`config.mk`:
```
export PLATFORM = sky130hd
export DESIGN_NAME = ahb_lite_interconnect
export DESIGN_NICKNAME = d
export VERILOG_FILES = /design/src/rtl/ahb_icx_pkg.sv /design/src/rtl/ahb_icx_decoder.sv /design/src/rtl/ahb_lite_interconnect.sv
export SDC_FILE = /design/constraint.sdc
export NUM_CORES = 1
export LEC_CHECK = 0
export ABC_AREA = 1
export CAP_MARGIN = 20
export CORE_ASPECT_RATIO = 1.25
export CORE_MARGIN = 4
export CORE_UTILIZATION = 25
export CTS_BUF_LIST = sky130_fd_sc_hd__clkbuf_4 sky130_fd_sc_hd__clkbuf_8
export DETAILED_ROUTE_END_ITERATION = 10
export GPL_TIMING_DRIVEN = 0
export PLACE_DENSITY_LB_ADDON = 0.25
export SLEW_MARGIN = 5
export SYNTH_ARGS = -nofsm -noshare
export SYNTH_HDL_FRONTEND = slang
export SYNTH_SLANG_ARGS = --single-unit
```
`constraint.sdc`:
```
create_clock -name HCLK -period 1.5 [get_ports HCLK]
set_clock_uncertainty 0.15 [all_clocks]
set_input_delay 0.15 -clock HCLK [delete_from_list [all_inputs] [get_ports HCLK]]
set_output_delay 0.15 -clock HCLK [all_outputs]
set_load 0.1 [all_outputs]
```
`src/rtl/ahb_icx_pkg.sv`:
```
// ---------------------------------------------------------------------------
// ahb_icx_pkg
// Shared definitions for the AHB-Lite single-master interconnect:
//   - data-phase owner state encoding
//   - HTRANS encodings
//   - slave count limit and slave index width
// ---------------------------------------------------------------------------
package ahb_icx_pkg;

  localparam int MAX_SLAVES = 16;
  localparam int IDX_W      = $clog2(MAX_SLAVES);

  localparam logic [1:0] HTRANS_IDLE   = 2'b00;
  localparam logic [1:0] HTRANS_BUSY   = 2'b01;
  localparam logic [1:0] HTRANS_NONSEQ = 2'b10;
  localparam logic [1:0] HTRANS_SEQ    = 2'b11;

  typedef enum logic [1:0] {
    ST_IDLE = 2'b00,
    ST_SLV  = 2'b01,
    ST_ERR1 = 2'b10,
    ST_ERR2 = 2'b11
  } icx_state_e;

  // True for transfers that must be answered by a real or default slave.
  function automatic logic is_active_trans(input logic [1:0] htrans);
    return (htrans == HTRANS_NONSEQ) || (htrans == HTRANS_SEQ);
  endfunction

endpackage

```
`src/rtl/ahb_icx_decoder.sv`:
```
// ---------------------------------------------------------------------------
// ahb_icx_decoder
// Combinational address decoder. A slave matches when
// (haddr & mask) == base; the lowest-index matching slave wins.
// Ports:
//   haddr_i   in   32         master address
//   hit_o     out  N_SLAVES   one-hot select of the winning slave (0 if none)
//   idx_o     out  IDX_W      index of the winning slave (0 if none)
//   nomap_o   out  1          no slave matched
// ---------------------------------------------------------------------------
module ahb_icx_decoder
  import ahb_icx_pkg::*;
#(
  parameter int                      N_SLAVES = 5,
  parameter logic [N_SLAVES*32-1:0]  SLV_BASE = '0,
  parameter logic [N_SLAVES*32-1:0]  SLV_MASK = '0
) (
  input  logic [31:0]          haddr_i,
  output logic [N_SLAVES-1:0]  hit_o,
  output logic [IDX_W-1:0]     idx_o,
  output logic                 nomap_o
);

  logic [N_SLAVES-1:0] match;

  for (genvar g = 0; g < N_SLAVES; g++) begin : g_match
    assign match[g] = (haddr_i & SLV_MASK[g*32 +: 32]) == SLV_BASE[g*32 +: 32];
  end

  // Walk from the top index down so the lowest matching index is the last
  // one written and therefore wins on overlap.
  always_comb begin
    hit_o = '0;
    idx_o = '0;
    for (int i = N_SLAVES - 1; i >= 0; i--) begin
      if (match[i]) begin
        hit_o    = '0;
        hit_o[i] = 1'b1;
        idx_o    = IDX_W'(i);
      end
    end
  end

  assign nomap_o = ~|match;

endmodule

```
`src/rtl/ahb_lite_interconnect.sv`:
```
// ---------------------------------------------------------------------------
// ahb_lite_interconnect
// Single-master AHB-Lite interconnect: programmable address decoder,
// data-phase response mux and a built-in default slave that answers
// unmapped NONSEQ/SEQ transfers with a two-cycle ERROR.
//
// Optional feature macro: ICX_TIMEOUT_EN
//   defined     - a slave stalling TIMEOUT_CYC consecutive cycles is aborted
//                 with a two-cycle ERROR; its later HREADYOUT is ignored.
//   not defined - no timeout, slaves may stall indefinitely.
//
// Ports:
//   HCLK         in   1                 bus clock
//   resetHW      in   1                 synchronous active-high reset
//   HADDR        in   32                master address
//   HTRANS       in   2                 master transfer type
//   HSEL_s       out  N_SLAVES          one-hot slave select (combinational)
//   HRDATA_s     in   N_SLAVES*DATA_W   flattened slave read data
//   HREADYOUT_s  in   N_SLAVES          slave ready outputs
//   HRESP_s      in   N_SLAVES          slave error responses
//   HRDATA       out  DATA_W            read data to master
//   HREADY       out  1                 ready to master and all slaves
//   HRESP        out  1                 response to master (1 = ERROR)
//   nomap        out  1                 pulse in first ERR1 cycle of an
//                                       unmapped NONSEQ/SEQ transfer
//
// State | meaning
// IDLE  | no data phase in progress, zero-wait OKAY
// SLV   | data phase owned by slave idx_q, its response is forwarded
// ERR1  | default slave / timeout, first ERROR cycle (HREADY=0)
// ERR2  | default slave / timeout, second ERROR cycle (HREADY=1)
// ---------------------------------------------------------------------------
module ahb_lite_interconnect
  import ahb_icx_pkg::*;
#(
  parameter int                      N_SLAVES    = 5,
  parameter int                      DATA_W      = 32,
  parameter logic [N_SLAVES*32-1:0]  SLV_BASE    = {32'h4002_0000, 32'h4001_0000,
                                                    32'h4000_0000, 32'h2000_0000,
                                                    32'h0000_0000},
  parameter logic [N_SLAVES*32-1:0]  SLV_MASK    = {32'hFFFF_0000, 32'hFFFF_0000,
                                                    32'hFFFF_0000, 32'hFF00_0000,
                                                    32'hFF00_0000},
  parameter logic [DATA_W-1:0]       BAD_DATA    = DATA_W'(32'hdeadbeef),
  parameter int                      TIMEOUT_CYC = 256
) (
  input  logic                          HCLK,
  input  logic                          resetHW,
  input  logic [31:0]                   HADDR,
  input  logic [1:0]                    HTRANS,
  output logic [N_SLAVES-1:0]           HSEL_s,
  input  logic [N_SLAVES*DATA_W-1:0]    HRDATA_s,
  input  logic [N_SLAVES-1:0]           HREADYOUT_s,
  input  logic [N_SLAVES-1:0]           HRESP_s,
  output logic [DATA_W-1:0]             HRDATA,
  output logic                          HREADY,
  output logic                          HRESP,
  output logic                          nomap
);

  icx_state_e           state_q, state_d;
  logic [IDX_W-1:0]     idx_q, idx_d;
  logic                 nomap_q, nomap_d;

  logic [IDX_W-1:0]     dec_idx;
  logic                 dec_nomap;

  logic [DATA_W-1:0]    slv_rdata;
  logic                 slv_ready;
  logic                 slv_resp;

  logic                 accept;
  logic                 hready_c;
  logic                 hresp_c;
  logic [DATA_W-1:0]    hrdata_c;

`ifdef ICX_TIMEOUT_EN
  localparam int              TMO_W    = $clog2(TIMEOUT_CYC + 1);
  localparam logic [TMO_W-1:0] TMO_LAST = TMO_W'(TIMEOUT_CYC - 1);
  logic [TMO_W-1:0]           tmo_q, tmo_d;
`endif

  ahb_icx_decoder #(
    .N_SLAVES (N_SLAVES),
    .SLV_BASE (SLV_BASE),
    .SLV_MASK (SLV_MASK)
  ) u_decoder (
    .haddr_i  (HADDR),
    .hit_o    (HSEL_s),
    .idx_o    (dec_idx),
    .nomap_o  (dec_nomap)
  );

  // Response mux keyed by the registered data-phase owner, not the live
  // decode, since the address phase has already moved on.
  always_comb begin
    slv_rdata = '0;
    slv_ready = 1'b1;
    slv_resp  = 1'b0;
    for (int i = 0; i < N_SLAVES; i++) begin
      if (idx_q == IDX_W'(i)) begin
        slv_rdata = HRDATA_s[i*DATA_W +: DATA_W];
        slv_ready = HREADYOUT_s[i];
        slv_resp  = HRESP_s[i];
      end
    end
  end

  always_comb begin
    state_d  = state_q;
    idx_d    = idx_q;
    nomap_d  = 1'b0;
    accept   = 1'b0;
    hready_c = 1'b1;
    hresp_c  = 1'b0;
    hrdata_c = '0;
`ifdef ICX_TIMEOUT_EN
    tmo_d    = '0;
`endif

    case (state_q)
      ST_IDLE: begin
        accept = 1'b1;
      end
      ST_SLV: begin
        hready_c = slv_ready;
        hresp_c  = slv_resp;
        hrdata_c = slv_rdata;
        accept   = slv_ready;
`ifdef ICX_TIMEOUT_EN
        // Stall cycle TIMEOUT_CYC is the last one the slave gets; the
        // counter then restarts from zero for the next owner.
        if (!slv_ready) begin
          if (tmo_q == TMO_LAST) begin
            state_d = ST_ERR1;
          end else begin
            tmo_d = tmo_q + 1'b1;
          end
        end
`endif
      end
      ST_ERR1: begin
        hready_c = 1'b0;
        hresp_c  = 1'b1;
        hrdata_c = BAD_DATA;
        state_d  = ST_ERR2;
      end
      ST_ERR2: begin
        hready_c = 1'b1;
        hresp_c  = 1'b1;
        hrdata_c = BAD_DATA;
        accept   = 1'b1;
      end
    endcase

    // Acceptance in the final data-phase cycle overrides the owner with no
    // bubble. IDLE/BUSY to a mapped slave still hands it the data phase so
    // the slave supplies its own zero-wait OKAY.
    if (accept) begin
      if (!dec_nomap) begin
        state_d = ST_SLV;
        idx_d   = dec_idx;
      end else if (is_active_trans(HTRANS)) begin
        state_d = ST_ERR1;
        nomap_d = 1'b1;
      end else begin
        state_d = ST_IDLE;
      end
    end
  end

  always_ff @(posedge HCLK) begin
    if (resetHW) begin
      state_q <= ST_IDLE;
      idx_q   <= '0;
      nomap_q <= 1'b0;
    end else begin
      state_q <= state_d;
      idx_q   <= idx_d;
      nomap_q <= nomap_d;
    end
  end

`ifdef ICX_TIMEOUT_EN
  always_ff @(posedge HCLK) begin
    if (resetHW) begin
      tmo_q <= '0;
    end else begin
      tmo_q <= tmo_d;
    end
  end
`endif

  assign HRDATA = hrdata_c;
  assign HREADY = hready_c;
  assign HRESP  = hresp_c;
  assign nomap  = nomap_q;

endmodule

```
**Where the registers sit**

Drawn at 4 px/um.
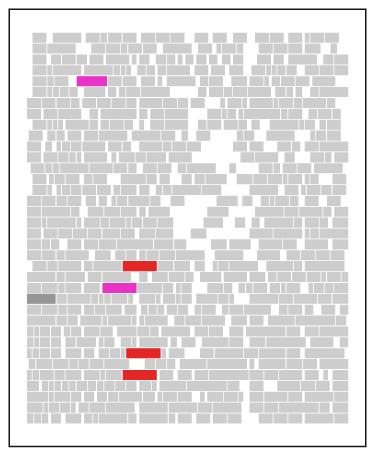
| netlist name | colour | flops |
|---|---|---|
| `idx_q` | red | 3 |
| `state_q` | magenta | 2 |
not coloured: 1
fraction of area in registers: 1.99%
sequential power: 220 uW
sequential cell area in the final layout: 136 um^2

**Placement view**

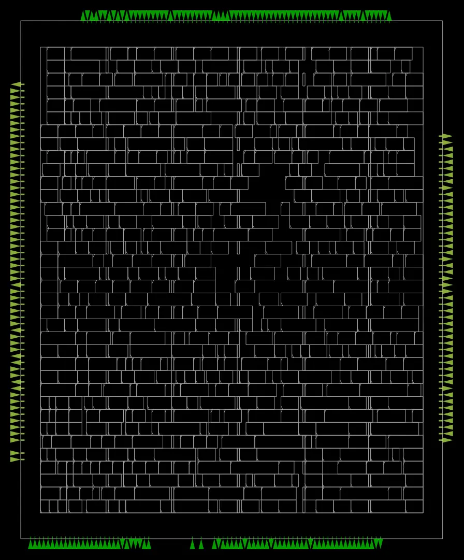
utilization after layout: 87.0%
number of non-filler instances in the completed layout: 768
number of placement rows: 36
flip-flops: 6
Filler cells: 383

**Wiring by layer**

Drawn at 3 px/um. Two of the layers only.
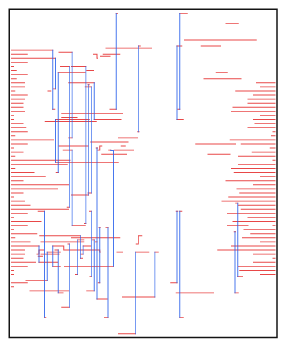
| layer | colour | wire length |
|---|---|---|
| M4 | blue | 869 um |
| M3 | red | 1290 um |

**Nets reached from selected ports**

Drawn at 4 px/um.
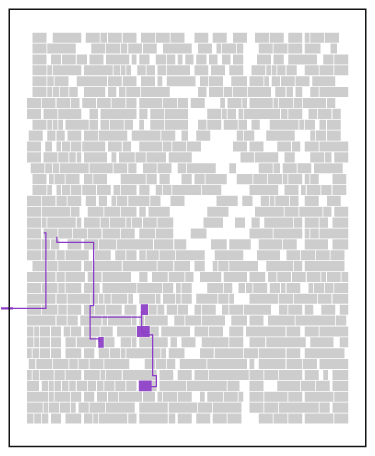
| port | colour | direction | edge | end cells | buffers | wire |
|---|---|---|---|---|---|---|
| `resetHW` | purple | input | west | 4 | 1 | 105 um |
number of buffer cells added on primary ports: 228
I/O pin total: 246

==> Slide: Implementation Results <==
Synthesis and Place & Route Summary

Timing
  • Sum of negative setup slack: -25870 ps
  • Final setup fails: 45
  • Shortest period the worst path allows: 2230 ps
  • Final max-slew violation count: 0
  • Slew Limit Headroom: 63.5%
  • Transition at the pin with the smallest max-transition slack: 550 ps
  • RSZ-0062 raised after global routing: true
  • Setup slack after layout: -728 ps
  • Tightest hold margin: 441 ps
  • Number of endpoints with negative hold slack in the final report: 0
  • FMAX: 449 MHz
  • Tcrit/Tclk final: 149%

Detailed routing
  • DRT Wirelength: 16.5 mm
  • DRC violations left: 0
  • Average wire per standard cell: 21.5 um
  • Violation count after the first detailed-route iteration: 189
  • Remaining antenna violation count: 0
  • Vias per cell: 5.55
  • Via count: 4263
  • Drt first pass iters: 4

Synthesis
  • Yosys Instances: 371
  • Post-Syn Nets: 581
  • Mux contribution to synthesized area: 0%
  • Synthesized area divided by synthesized cell count: 5.49 um^2
  • Area of the mapped netlist: 2040 um^2
  • Syn Inst Count: 371
  • Top-area cell type share of the netlist area: 16.2%
  • Number of distinct library cells after synthesis: 29
  • Post-synthesis sequential element count: 6
  • Area fraction in compound gates after synthesis: 27.1%
  • Adder-cell area share of the yosys netlist: 2.46%
  • Post-synthesis async set-or-reset flop share: 0%
  • Biggest area cells: sky130_fd_sc_hd__nand2_1 16%, sky130_fd_sc_hd__nand3_1 15%, sky130_fd_sc_hd__a21boi_0 7.7%
  • Tally of yosys warning messages: 0
  • Share of the synthesized netlist area taken by xor and xnor gates: 0%
  • Yosys-reported design area after synthesis: 2040 um^2
  • Count of library flops with an enable pin: 0
  • Count leader, synth: sky130_fd_sc_hd__nand2_1
  • Main logic family: simple AND/OR/NAND/NOR gates
  • Synth Seq Share: 5.90%
  • Dominant synthesized flop cell: sky130_fd_sc_hd__dfxtp_1

Cells and area
  • Multi-input logic cell count: 313
  • CLK BUF: 4
  • Nets@finish: 884
  • Post-synthesis to final-layout area growth: 237%
  • Total inserted antenna cells: 0
  • Area occupied by multi-input gates: 2760 um^2
  • Ratio of cells with drive above 1 in the final layout: 50.7%
  • Fraction of area in multi-input gates: 40.3%
  • Clock network contribution to total cell area: 0.712%
  • Bufs w/o clock: 329
  • Number of non-clock inverters: 21
  • Signal buffers share of area: 53.8%

Run
  • OpenROAD warnings: 49
  • Max cap viols: 0

GRT
  • Via count of the first global-routing pass: 4167
  • GR Overflow Total: 0
  • GR Layer Usage met2: 55.5%
  • GR Util met1: 29.7%
  • Maximum number of pins on one net before global-route repair: 11
  • Antenna violations before repair: 0
  • Most Crowded Layer GR: met2
  • GRT Overall Usage: 28.0%
  • Global-route met3 utilization: 3.93%

Floorplan
  • Area of the die: 9670 um^2
  • Core Util at FP: 25.8%
  • Core ar.: 7880 um^2
  • Die X: 88.7 um
  • Height of the die: 109 um
  • Tap cells: 95

Setup path
  • Ordered cell list for the critical path: inv_2 > nor2_4 > nand2_2 > clkinv_4 > buf_4 > a21boi_1 > nand4_1 > nand3_2 > a21oi_4 > buf_12
  • Req. time, crit path: 1200 ps
  • Count of buffer and inverter cells on the critical path: 4
  • WP depth: 10
  • Worst setup path category: reg -> out
  • Reg2Reg Setup Slack: -670 ps
  • FF-to-FF End: state_q[1]
  • Crit start category: register
  • Cell depth of the worst flop-to-flop path: 13
  • Critical path startpoint: idx_q[0]
  • Element type at the critical path end: output port
  • Largest incremental delay on the critical path: 370 ps
  • Startpoint of the worst-slack reg-to-reg timing path: idx_q[2]
  • Worst-path cell with the longest stage delay: sky130_fd_sc_hd__dfxtp_4
  • End of the critical path: HRDATA[28]
  • Worst EP arrival: 1930 ps
  • Delay-heaviest family, CP: buffers and inverters

Clocking
  • PostCTS Resize Cnt: 497
  • CTS tree: done
  • Post-CTS setup buffer count: 46
  • Number of buffers added to fix hold violations after cts: 0
  • Number of buffers created by CTS: 3
  • Max clock buf depth: 2
  • Buffer type at the clock tree root: sky130_fd_sc_hd__clkbuf_8
  • Post-CTS clock slew at the launch and capture registers of the worst setup and hold paths: 40 ps
  • Clock insertion delay at the later pin of the skew report: 250 ps
  • CTS sink cnt: 6
  • H-tree depth: 1

Outcome
  • Violated checks: setup timing
  • Outcome: finished, violations left

Place
  • Cells after DPL: 694
  • Placed cell area: 5340 um^2
  • Final Wtd Congestion: 0.787
  • HPWL after detailed placement: 9.67 mm

Power
  • Worst supply voltage drop on vdd: 1170 uV
  • Power per unit of standard cell area: 868 nW/um^2
  • Leakage power total: 0.00255 uW

Min path
  • Number of cells on the worst hold path: 6
  • Class of the tightest hold or removal check: in -> reg
  • Endpoint of the worst hold path: idx_q[0]
==> metal layers <==
| layer | vias to the layer above | part of all wire, % | wire length [um] |
|---|---|---|---|
| met1 | 2030 | 33 | 5460 |
| met2 | 248 | 54 | 8900 |
| met3 | 73 | 7.8 | 1290 |
| li1 | 1912 | - | - |
| met4 | 0 | 5.3 | 869 |
| met5 | - | 0 | 0 |
==> registers in the layout, summed over array words and instances, names as in the netlist <==
register  flops
nomap         1
idx_q         3
state_q       2
==> where the power goes <==
part | leakage, uW | internal, uW | total, uW | switching, uW
logic | 0.00247 | 2070 | 5420 | 3350
clock network | 0.0000262 | 205 | 316 | 111
registers | 0.0000523 | 186 | 220 | 33.2
==> cells in the final DEF (no fill, tap or decap), types with 5 or more instances in the layout <==
cell type	instances
sky130_fd_sc_hd__nand4_1	24
sky130_fd_sc_hd__buf_6	23
sky130_fd_sc_hd__nor2_4	12
sky130_fd_sc_hd__a41oi_4	8
sky130_fd_sc_hd__a32oi_2	7
sky130_fd_sc_hd__or2_2	24
sky130_fd_sc_hd__buf_2	9
sky130_fd_sc_hd__inv_2	8
sky130_fd_sc_hd__clkbuf_4	5
sky130_fd_sc_hd__nand3_1	32
sky130_fd_sc_hd__a21boi_1	10
sky130_fd_sc_hd__nand2_4	15
sky130_fd_sc_hd__buf_4	51
sky130_fd_sc_hd__nand2_2	22
sky130_fd_sc_hd__a21boi_0	13
sky130_fd_sc_hd__o21bai_4	8
sky130_fd_sc_hd__buf_8	11
sky130_fd_sc_hd__a21oi_4	25
sky130_fd_sc_hd__nand2_1	52
sky130_fd_sc_hd__inv_1	7
sky130_fd_sc_hd__nand3_2	27
sky130_fd_sc_hd__buf_12	45
sky130_fd_sc_hd__clkdlybuf4s50_1	172
sky130_fd_sc_hd__clkbuf_8	7
No activity file was given, so power comes from the tool's default toggle rates.
